$ cat config.mk
export PLATFORM = sky130hd
export DESIGN_NAME = flow_tag_demux
export DESIGN_NICKNAME = d
export VERILOG_FILES = /design/src/rtl/flow_tag_demux.sv
export SDC_FILE = /design/constraint.sdc
export NUM_CORES = 1
export LEC_CHECK = 0
export CAP_MARGIN = 20
export CORE_ASPECT_RATIO = 1.1
export CORE_UTILIZATION = 55
export DETAILED_ROUTE_END_ITERATION = 10
export MAX_ROUTING_LAYER = met4
export PLACE_DENSITY = 0.74
export SLEW_MARGIN = 15
export SYNTH_ARGS = -nofsm -noshare
export SYNTH_HDL_FRONTEND = slang
export SYNTH_SLANG_ARGS = --single-unit
$ cat constraint.sdc
create_clock -name clk -period 18.65 [get_ports clk]
set_clock_uncertainty 0.2 [all_clocks]
set_input_delay 3.73 -clock clk [delete_from_list [all_inputs] [get_ports clk]]
set_output_delay 3.73 -clock clk [all_outputs]
set_load 0.01 [all_outputs]
$ cat src/rtl/flow_tag_demux.sv
// Tag-steered demultiplexer: one tagged write stream fans out into per-flow FWFT FIFOs,
// each with its own full/empty, read port, accepted-word counter and sticky error flags.
module flow_tag_demux #(
    parameter  int DATA_W = 8,
    parameter  int FLUX   = 2,
    parameter  int DEPTH  = 16,
    parameter  int CNT_W  = 16,
    localparam int TAG_W  = (FLUX > 1) ? $clog2(FLUX) : 1
) (
    input  logic                    clk,
    input  logic                    rst,
    input  logic [TAG_W+DATA_W-1:0] in_din,
    input  logic                    in_write,
    output logic [FLUX-1:0]         in_full,
    output logic [FLUX*DATA_W-1:0]  rd_dout,
    output logic [FLUX-1:0]         rd_empty,
    input  logic [FLUX-1:0]         rd_read,
    output logic [FLUX*CNT_W-1:0]   wr_count,
    input  logic [FLUX-1:0]         cnt_clr,
    output logic [FLUX-1:0]         err_ovf,
    output logic [FLUX-1:0]         err_udf,
    output logic                    err_tag
);

    localparam int               PTR_W    = $clog2(DEPTH);
    localparam logic [PTR_W:0]   OCC_FULL = (PTR_W+1)'(DEPTH);

    logic [TAG_W-1:0]  tag;
    logic [DATA_W-1:0] data;
    logic              tagBad;
    logic              err_tag_q;

    assign tag     = in_din[TAG_W+DATA_W-1:DATA_W];
    assign data    = in_din[DATA_W-1:0];
    assign tagBad  = ({1'b0, tag} >= (TAG_W+1)'(FLUX));
    assign err_tag = err_tag_q;

    always_ff @(posedge clk or posedge rst) begin
        if (rst) begin
            err_tag_q <= 1'b0;
        end else if (in_write && tagBad) begin
            err_tag_q <= 1'b1;
        end
    end

    for (genvar f = 0; f < FLUX; f++) begin : g_flow
        logic [DATA_W-1:0] mem_q [DEPTH];
        logic [PTR_W-1:0]  wptr_q;
        logic [PTR_W-1:0]  rptr_q;
        logic [PTR_W:0]    occ_q;
        logic [PTR_W:0]    occ_d;
        logic [CNT_W-1:0]  cnt_q;
        logic [CNT_W-1:0]  cnt_d;
        logic              ovf_q;
        logic              udf_q;
        logic              full;
        logic              empty;
        logic              hit;
        logic              wrEn;
        logic              rdEn;

        // Full/empty come only from registered occupancy, so back-pressure never
        // depends combinationally on the producer's strobe.
        assign full  = (occ_q == OCC_FULL);
        assign empty = (occ_q == '0);
        assign hit   = in_write && (tag == TAG_W'(f));
        assign wrEn  = hit && !full;
        assign rdEn  = rd_read[f] && !empty;

        always_comb begin
            occ_d = occ_q;
            if (wrEn && !rdEn) begin
                occ_d = occ_q + 1'b1;
            end else if (!wrEn && rdEn) begin
                occ_d = occ_q - 1'b1;
            end
        end

        always_comb begin
            cnt_d = cnt_q;
            if (cnt_clr[f]) begin
                cnt_d = wrEn ? CNT_W'(1) : '0;
            end else if (wrEn) begin
                cnt_d = cnt_q + 1'b1;
            end
        end

        always_ff @(posedge clk or posedge rst) begin
            if (rst) begin
                for (int i = 0; i < DEPTH; i++) begin
                    mem_q[i] <= '0;
                end
                wptr_q <= '0;
                rptr_q <= '0;
                occ_q  <= '0;
                cnt_q  <= '0;
                ovf_q  <= 1'b0;
                udf_q  <= 1'b0;
            end else begin
                if (wrEn) begin
                    mem_q[wptr_q] <= data;
                    wptr_q        <= wptr_q + 1'b1;
                end
                if (rdEn) begin
                    rptr_q <= rptr_q + 1'b1;
                end
                occ_q <= occ_d;
                cnt_q <= cnt_d;
                if (hit && full) begin
                    ovf_q <= 1'b1;
                end
                if (rd_read[f] && empty) begin
                    udf_q <= 1'b1;
                end
            end
        end

        assign in_full[f]                    = full;
        assign rd_empty[f]                   = empty;
        assign rd_dout[f*DATA_W +: DATA_W]   = mem_q[rptr_q];
        assign wr_count[f*CNT_W +: CNT_W]    = cnt_q;
        assign err_ovf[f]                    = ovf_q;
        assign err_udf[f]                    = udf_q;
    end

endmodule
Figure 1. PDN straps and rails.
Scale: 3 px per µm. Pins as bars on the die edge. Tap cells in gray.
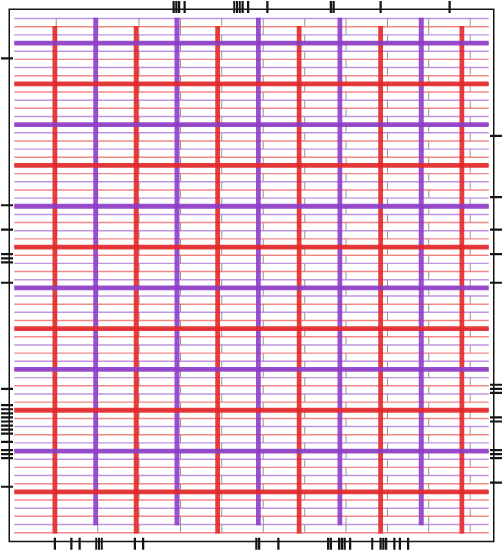
legend:
  purple:
    net: VDD
  red:
    net: VSS
rows: 63
met1 rails: 64
met5 straps: 12

==> flow_summary.toml <==
# physical design summary
[run_status]
status = "finished, final reports clean"

[power]
p_clk_frac = 0.232
power.density_nw_per_um2 = 162.0
switching_power_w = 0.0009130
p_leak_nw = 7.621
powerClk_w = 0.000649

[yosys]
edf_count = 0
common_cells = "dfrtp_1 (318), mux2_2 (252), mux2i_1 (67), clkbuf_1 (51), nand2_1 (47)"
xor_share = 0.01832
synth-adder-area-share = 0.01897
synthCells = 1140

[drt]
first_iter_violations = 660
wl_met3_um = 1193
wl_met1_um = 14710

[floorplan]
die_w_um = 161.0
fp-row-count = 63
fp_util = 0.5643
num_tap_cells = 357

[finish]
final_cell_mix = "dfrtp_1 (316), mux2_2 (252), clkdlybuf4s50_1 (70)"
layout.cells.non_filler = 1557
inverters = 21
combGateArea_um2 = 6860
flop-count = 318

[global_route]
grt_pass1_vias = 9900
busiest_layer = "met2"
antenna_found_initial = 0

[clock_network]
clk_path_buf_depth = 3
clock.latency.late_pin_ps = 510
clock_sinks = 318

[sta]
fin_crit_ps = 7288
finalMaxSlewViolations = 0

[min_path]
worstHoldEndpoint = "g_flow[1].ovf_q"

[place]
dpl.cell_count = 1498

[worst_setup_path]
cp-startpoint = "g_flow[1].rptr_q[0]"
reg2reg_depth = 10
Figure 2. Placed cells, one color a class.
Scale: 3 px per µm. Fill, decap, tap and diode cells in gray.
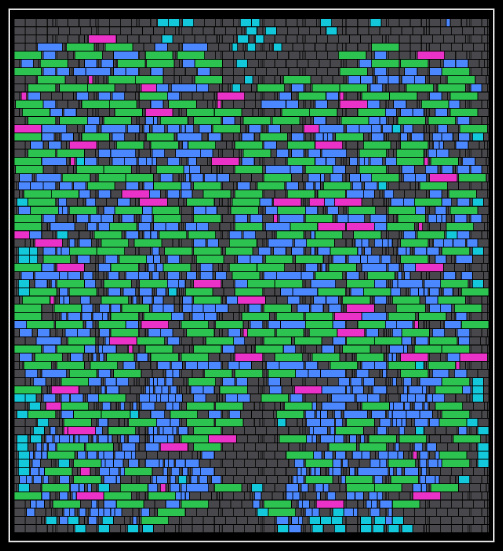
legend:
  cyan:
    class: other buffers and delay cells
    cells: 88
    share_of_their_area: 5.0%
  magenta:
    class: clock drivers and dummy loads
    cells: 59
    share_of_their_area: 6.3%
  blue:
    class: all other logic
    cells: 735
    share_of_their_area: 41%
  green:
    class: flops
    cells: 318
    share_of_their_area: 47%

